File: config.mk
export PLATFORM = sky130hd
export DESIGN_NAME = spi_slave_fifo_os
export DESIGN_NICKNAME = d
export VERILOG_FILES = /design/src/rtl/spi_slv_pkg.sv /design/src/rtl/spi_slv_fifo.sv /design/src/rtl/spi_slave_fifo_os.sv
export SDC_FILE = /design/constraint.sdc
export NUM_CORES = 1
export LEC_CHECK = 0
export CORE_UTILIZATION = 45
export CTS_CLUSTER_SIZE = 14
export DETAILED_ROUTE_END_ITERATION = 10
export PLACE_DENSITY = 0.66
export SLEW_MARGIN = 15
export SYNTH_ARGS = -nofsm -noshare
export SYNTH_HDL_FRONTEND = slang
export SYNTH_SLANG_ARGS = --single-unit
File: constraint.sdc
create_clock -name PCLK -period 5.6 [get_ports PCLK]
set_input_delay 1.12 -clock PCLK [delete_from_list [all_inputs] [get_ports PCLK]]
set_output_delay 1.12 -clock PCLK [all_outputs]
set_load 0.01 [all_outputs]
File: src/rtl/spi_slv_pkg.sv
// Shared definitions for the oversampled SPI slave.
//   state_t   : FSM encoding (ST_IDLE, ST_ACTIVE)
//   INT_*     : bit positions inside the SPI_INT sticky flag vector
//   sck_edge  : picks the sample or shift edge out of the detected SCK
//               rise/fall pulses for a given CPOL/CPHA.
package spi_slv_pkg;

    typedef enum logic {
        ST_IDLE   = 1'b0,
        ST_ACTIVE = 1'b1
    } state_t;

    localparam int INT_W   = 4;
    localparam int INT_RXF = 0;  // frame received
    localparam int INT_OVF = 1;  // rx overflow
    localparam int INT_UDR = 2;  // tx underrun
    localparam int INT_ABT = 3;  // frame abort

    // Leading edge is the rise for CPOL=0 and the fall for CPOL=1.
    // CPHA=0 samples on the leading edge and shifts on the trailing one;
    // CPHA=1 swaps the two roles.
    function automatic logic sck_edge(
        input logic rise,
        input logic fall,
        input logic cpol,
        input logic cpha,
        input logic want_sample
    );
        logic lead;
        logic trail;
        lead  = cpol ? fall : rise;
        trail = cpol ? rise : fall;
        if (want_sample) begin
            return cpha ? trail : lead;
        end
        return cpha ? lead : trail;
    endfunction

endpackage

File: src/rtl/spi_slv_fifo.sv
// Synchronous first-word-fall-through FIFO used for both SPI TX and RX.
// Ports:
//   clk, rst : clock and synchronous active-high reset (empties the FIFO)
//   push     : write strobe; ignored when full unless a pop happens too
//   wdata    : word to write
//   pop      : read strobe; ignored when empty
//   rdata    : head word, forced to 0 while empty
//   full     : level == DEPTH
//   empty    : level == 0
//   level    : current occupancy
module spi_slv_fifo #(
    parameter int WIDTH = 8,
    parameter int DEPTH = 4,
    parameter int LVL_W = 3
) (
    input  logic             clk,
    input  logic             rst,
    input  logic             push,
    input  logic [WIDTH-1:0] wdata,
    input  logic             pop,
    output logic [WIDTH-1:0] rdata,
    output logic             full,
    output logic             empty,
    output logic [LVL_W-1:0] level
);

    localparam int PTR_W = $clog2(DEPTH);

    logic [WIDTH-1:0] mem [DEPTH];
    logic [PTR_W-1:0] wr_ptr;
    logic [PTR_W-1:0] rd_ptr;
    logic             do_push;
    logic             do_pop;

    assign full  = (level == LVL_W'(DEPTH));
    assign empty = (level == '0);

    // A pop frees a slot in the same cycle, so push+pop while full is accepted.
    assign do_pop  = pop & ~empty;
    assign do_push = push & (~full | do_pop);

    // Depth is a power of two, so pointers simply wrap.
    always_ff @(posedge clk) begin
        if (rst) begin
            wr_ptr <= '0;
            rd_ptr <= '0;
            level  <= '0;
        end else begin
            if (do_push) begin
                wr_ptr <= wr_ptr + 1'b1;
            end
            if (do_pop) begin
                rd_ptr <= rd_ptr + 1'b1;
            end
            case ({do_push, do_pop})
                2'b10:   level <= level + 1'b1;
                2'b01:   level <= level - 1'b1;
                default: level <= level;
            endcase
        end
    end

    always_ff @(posedge clk) begin
        if (do_push) begin
            mem[wr_ptr] <= wdata;
        end
    end

    assign rdata = empty ? '0 : mem[rd_ptr];

endmodule

File: src/rtl/spi_slave_fifo_os.sv
// SPI slave with TX/RX FIFOs; SCK, SS and MOSI are oversampled in PCLK so
// nothing is clocked by SCK (SCK must not exceed PCLK/8).
// Optional feature macro: SPI_SLV_LSB_FIRST_EN -- when defined, LSB_FIRST=1
// (latched at frame start) shifts LSB first in both directions. When
// undefined, LSB_FIRST is ignored and data is always MSB first.
// Ports:
//   PCLK, PRESET          : clock, synchronous active-high reset
//   SCK, SS, MOSI         : asynchronous SPI inputs from the master
//   MISO, MISO_OE         : serial output and its pad enable
//   SPI_EN                : block enable; 0 forces the FSM to IDLE
//   CPOL, CPHA, LSB_FIRST : frame format, latched at frame start
//   TX_WDATA, TX_WR       : TX FIFO push interface
//   TX_FULL, TX_LEVEL     : TX FIFO status
//   RX_RDATA, RX_RD       : RX FIFO head word and pop strobe
//   RX_EMPTY, RX_LEVEL    : RX FIFO status
//   INT_EN, INT_CLR       : interrupt enable and per-bit clear
//   SPI_INT, IRQ          : sticky flags (rxf, ovf, udr, abt) and masked OR
module spi_slave_fifo_os
    import spi_slv_pkg::*;
#(
    parameter int DATA_W = 8,
    parameter int FIFO_D = 4,
    parameter int LVL_W  = 3
) (
    input  logic              PCLK,
    input  logic              PRESET,
    input  logic              SCK,
    input  logic              SS,
    input  logic              MOSI,
    output logic              MISO,
    output logic              MISO_OE,
    input  logic              SPI_EN,
    input  logic              CPOL,
    input  logic              CPHA,
    input  logic              LSB_FIRST,
    input  logic [DATA_W-1:0] TX_WDATA,
    input  logic              TX_WR,
    output logic              TX_FULL,
    output logic [LVL_W-1:0]  TX_LEVEL,
    output logic [DATA_W-1:0] RX_RDATA,
    input  logic              RX_RD,
    output logic              RX_EMPTY,
    output logic [LVL_W-1:0]  RX_LEVEL,
    input  logic [INT_W-1:0]  INT_EN,
    input  logic [INT_W-1:0]  INT_CLR,
    output logic [INT_W-1:0]  SPI_INT,
    output logic              IRQ
);

    localparam int CNT_W = $clog2(DATA_W);

    logic              sck_p0, sck_p1, sck_p2;
    logic              ss_p0, ss_p1, ss_p2;
    logic              mosi_p0, mosi_p1;

    state_t            state;
    logic [CNT_W-1:0]  bit_cnt;
    logic              cpol_q, cpha_q;
    logic [DATA_W-1:0] tx_sh;
    logic [DATA_W-1:0] rx_sh;
    logic [DATA_W-1:0] tx_next;
    logic [DATA_W-1:0] rx_next;
    logic              tx_bit;

    logic              sck_rise, sck_fall, ss_fall, ss_rise;
    logic              sample_edge, shift_edge;
    logic              frame_start, in_frame, do_sample, do_shift;
    logic              last_bit, frame_done, tx_load, abort;
    logic              rx_full, tx_empty;
    logic [DATA_W-1:0] tx_rdata;
    logic [INT_W-1:0]  flag_set;

    // ---- input synchronisers: p0/p1 resolve metastability, p2 edge-detects
    always_ff @(posedge PCLK) begin
        if (PRESET) begin
            sck_p0 <= 1'b0;
            sck_p1 <= 1'b0;
            sck_p2 <= 1'b0;
            ss_p0  <= 1'b1;
            ss_p1  <= 1'b1;
            ss_p2  <= 1'b1;
        end else begin
            sck_p0 <= SCK;
            sck_p1 <= sck_p0;
            sck_p2 <= sck_p1;
            ss_p0  <= SS;
            ss_p1  <= ss_p0;
            ss_p2  <= ss_p1;
        end
    end

    // MOSI carries the same two-stage latency as SCK so its setup to the
    // sample edge is preserved after synchronisation.
    always_ff @(posedge PCLK) begin
        mosi_p0 <= MOSI;
        mosi_p1 <= mosi_p0;
    end

    // ---- edge detection and frame control decode
    assign sck_rise = sck_p1 & ~sck_p2;
    assign sck_fall = ~sck_p1 & sck_p2;
    assign ss_fall  = ~ss_p1 & ss_p2;
    assign ss_rise  = ss_p1 & ~ss_p2;

    assign sample_edge = sck_edge(sck_rise, sck_fall, cpol_q, cpha_q, 1'b1);
    assign shift_edge  = sck_edge(sck_rise, sck_fall, cpol_q, cpha_q, 1'b0);

    assign frame_start = (state == ST_IDLE) & SPI_EN & ss_fall;
    assign in_frame    = (state == ST_ACTIVE) & SPI_EN & ~ss_rise;
    assign do_sample   = in_frame & sample_edge;
    assign last_bit    = (bit_cnt == CNT_W'(DATA_W - 1));
    assign frame_done  = do_sample & last_bit;

    // A shift edge seen before any sample of the current word is skipped:
    // with CPHA=1 that is the first leading edge of the frame, and after a
    // back-to-back reload it is the edge that would otherwise discard the
    // freshly loaded first bit.
    assign do_shift = in_frame & shift_edge & (bit_cnt != '0);

    assign tx_load = frame_start | frame_done;
    assign abort   = (state == ST_ACTIVE) & SPI_EN & ss_rise & (bit_cnt != '0);

`ifdef SPI_SLV_LSB_FIRST_EN
    logic lsb_q;

    always_ff @(posedge PCLK) begin
        if (PRESET) begin
            lsb_q <= 1'b0;
        end else if (frame_start) begin
            lsb_q <= LSB_FIRST;
        end
    end

    // LSB-first words fill from the top so the first bit ends up at bit 0.
    assign rx_next = lsb_q ? {mosi_p1, rx_sh[DATA_W-1:1]} : {rx_sh[DATA_W-2:0], mosi_p1};
    assign tx_next = lsb_q ? {1'b0, tx_sh[DATA_W-1:1]}    : {tx_sh[DATA_W-2:0], 1'b0};
    assign tx_bit  = lsb_q ? tx_sh[0] : tx_sh[DATA_W-1];
`else
    logic unused_lsb_first;

    assign unused_lsb_first = LSB_FIRST;
    assign rx_next = {rx_sh[DATA_W-2:0], mosi_p1};
    assign tx_next = {tx_sh[DATA_W-2:0], 1'b0};
    assign tx_bit  = tx_sh[DATA_W-1];
`endif

    // ---- frame FSM
    always_ff @(posedge PCLK) begin
        if (PRESET) begin
            state   <= ST_IDLE;
            bit_cnt <= '0;
            cpol_q  <= 1'b0;
            cpha_q  <= 1'b0;
        end else begin
            case (state)
                ST_IDLE: begin
                    if (frame_start) begin
                        state   <= ST_ACTIVE;
                        bit_cnt <= '0;
                        cpol_q  <= CPOL;
                        cpha_q  <= CPHA;
                    end
                end
                ST_ACTIVE: begin
                    if (!SPI_EN || ss_rise) begin
                        state   <= ST_IDLE;
                        bit_cnt <= '0;
                    end else if (do_sample) begin
                        bit_cnt <= last_bit ? '0 : bit_cnt + 1'b1;
                    end
                end
                default: begin
                    state   <= ST_IDLE;
                    bit_cnt <= '0;
                end
            endcase
        end
    end

    // ---- shift registers (datapath, no reset); an empty TX FIFO loads 0
    always_ff @(posedge PCLK) begin
        if (tx_load) begin
            tx_sh <= tx_empty ? '0 : tx_rdata;
        end else if (do_shift) begin
            tx_sh <= tx_next;
        end
        if (do_sample) begin
            rx_sh <= rx_next;
        end
    end

    // ---- FIFOs
    spi_slv_fifo #(
        .WIDTH (DATA_W),
        .DEPTH (FIFO_D),
        .LVL_W (LVL_W)
    ) u_tx_fifo (
        .clk   (PCLK),
        .rst   (PRESET),
        .push  (TX_WR),
        .wdata (TX_WDATA),
        .pop   (tx_load),
        .rdata (tx_rdata),
        .full  (TX_FULL),
        .empty (tx_empty),
        .level (TX_LEVEL)
    );

    // The completed word goes straight from rx_next so RX_EMPTY drops one
    // PCLK after the completing sample edge is detected.
    spi_slv_fifo #(
        .WIDTH (DATA_W),
        .DEPTH (FIFO_D),
        .LVL_W (LVL_W)
    ) u_rx_fifo (
        .clk   (PCLK),
        .rst   (PRESET),
        .push  (frame_done),
        .wdata (rx_next),
        .pop   (RX_RD),
        .rdata (RX_RDATA),
        .full  (rx_full),
        .empty (RX_EMPTY),
        .level (RX_LEVEL)
    );

    // ---- sticky interrupt flags; a set wins over a same-cycle clear
    always_comb begin
        flag_set          = '0;
        flag_set[INT_RXF] = frame_done;
        // A pop in the same cycle frees a slot, so the word is not lost.
        flag_set[INT_OVF] = frame_done & rx_full & ~RX_RD;
        flag_set[INT_UDR] = tx_load & tx_empty;
        flag_set[INT_ABT] = abort;
    end

    always_ff @(posedge PCLK) begin
        if (PRESET) begin
            SPI_INT <= '0;
        end else begin
            SPI_INT <= (SPI_INT & ~INT_CLR) | flag_set;
        end
    end

    assign IRQ = |(SPI_INT & INT_EN);

    // ---- pad outputs
    assign MISO_OE = SPI_EN & ~ss_p1;
    assign MISO    = (MISO_OE && state == ST_ACTIVE) ? tx_bit : 1'b0;

endmodule

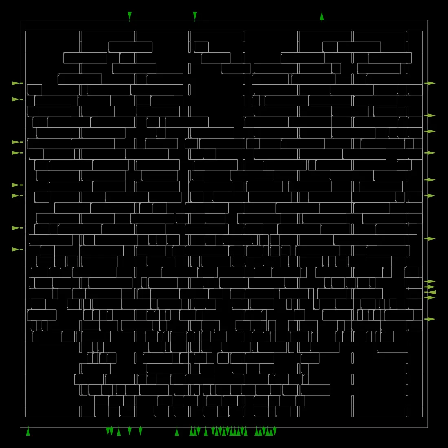
(images/placement.png)
Site Rows: 36
core box area: 9864 um2
tap cells: 133
Post-Layout Cell Count: 506
flop count: 115

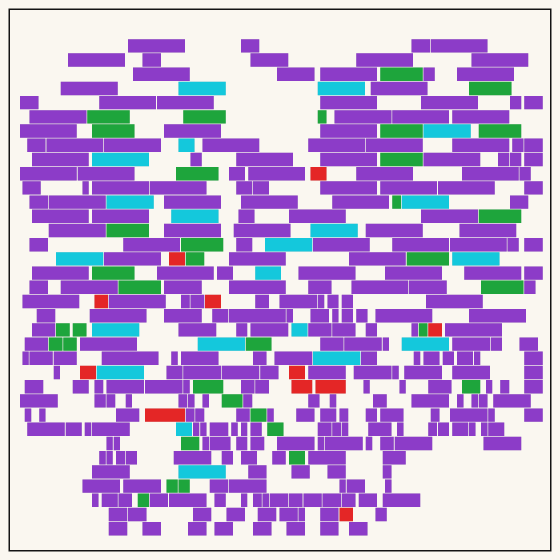
(images/sizes.png)
- red: _3 and _4 cells (cells 11; share 2.9%)
- cyan: _6 and larger (cells 21; share 5.6%)
- purple: _0 and _1 cells (cells 306; share 82%)
- green: _2 cells (cells 35; share 9.4%)
Area growth syn-to-layout: 25.14%
post-route cell area: 5793 um2
Non-CTS buffers: 49
Setup WS post-layout: 1.943 ns

==> flow_summary.yaml <==
# flow metrics
status:
  status: "completed"
clocking:
  hold_buffers: 0
  h-tree-depth: 4
global_route:
  busiest_layer: "met2"
  use_met2_pct: 26.64
  grt_first_pass_wirelength_mm: 12.14
final_layout:
  fin_util_pct: 58.73
  drive_above_1_share_pct: 17.96
yosys:
  ys_cells: 300
  netlist_instances: 300
  top_cell: "edfxtp_1"
  netlist_area_um2: 4629
critical_path:
  startpoint_type: "primary input"
  cp_slowest_cell: "clkdlybuf4s50_1"
  cp-startpoint: "SPI_EN"
  path_cells: "clkdlybuf4s50_1 -> and2_1 -> and3b_1 -> clkdlybuf4s50_1"
  r2r-end: "u_tx_fifo.level[2]$_SDFFE_PP0P_"
  rr_worst_depth: 10
floorplanning:
  fp_util_pct: 46.93
  io_pins: 50
  die_x_um: 103.4
detailed_routing:
  drt_iter0_drc: 82
  drt_pass1_iterations: 4
  avgViaCountPerCell: 5.018
sta:
  hold_viol: 0
  fin_skew_ns: 0.01111
  rsz0062_at_grt: "no"
pwr:
  p_clk_share_pct: 49.2
placed_design:
  dpl_cell_area_um2: 5245
==> layout make-up <==
class / instances / share of cell area, %
flip-flops and latches: 115 / 53.39
multi-input cells: 161 / 24.82
repair buffers: 49 / 8.423
clock buffers: 17 / 7.149
well taps: 133 / 2.873
clock inverters: 15 / 2.311
inverters: 16 / 1.037
==> power groups by stage <==
stage	Clock, mW	Sequential [mW]	Combinational (mW)
after global routing	1.03	0.936	0.0850
after global placement	0	0.951	0.0762
after floorplan	0	0.949	0.0424
after detailed placement	0	0.952	0.0783
final	0.981	0.934	0.0772
after CTS	1.00	0.934	0.0786
==> kinds of logic after synthesis <==
family | after synthesis | synth area share [%]
flip-flops | 115 | 66.81
AND/OR/NAND/NOR | 82 | 10.54
AND-OR/OR-AND | 34 | 5.351
buffers and inverters | 24 | 2.135
multiplexers | 20 | 8.730
adder cells (fa/ha/maj) | 15 | 4.378
XOR/XNOR | 10 | 2.054
==> how the worst max path moves through the flow <==
stage,end,slack [ns]
finish,MISO,1.94
global route,RX_EMPTY,1.84
CTS,MISO,1.94
detailed placement,u_tx_fifo.level[2]$_SDFFE_PP0P_,1.61
global placement,u_tx_fifo.level[2]$_SDFFE_PP0P_,1.62
floorplan,u_rx_fifo.level[2]$_SDFFE_PP0P_,2.39
==> placed cells by master (no fill, tap or decap), types with 5 or more instances in the layout <==
cell type and count:
edfxtp_1 79, nand2_1 11, xnor2_1 5, dfxtp_1 36, and2_1 7, ha_1 13, mux4_2 16, clkdlybuf4s50_1 48
nor2_1 20, inv_1 16, clkinv_4 5, a22o_1 7, nor2b_1 15, clkbuf_16 16, a21oi_1 12
Power and IR drop assume default switching activity.
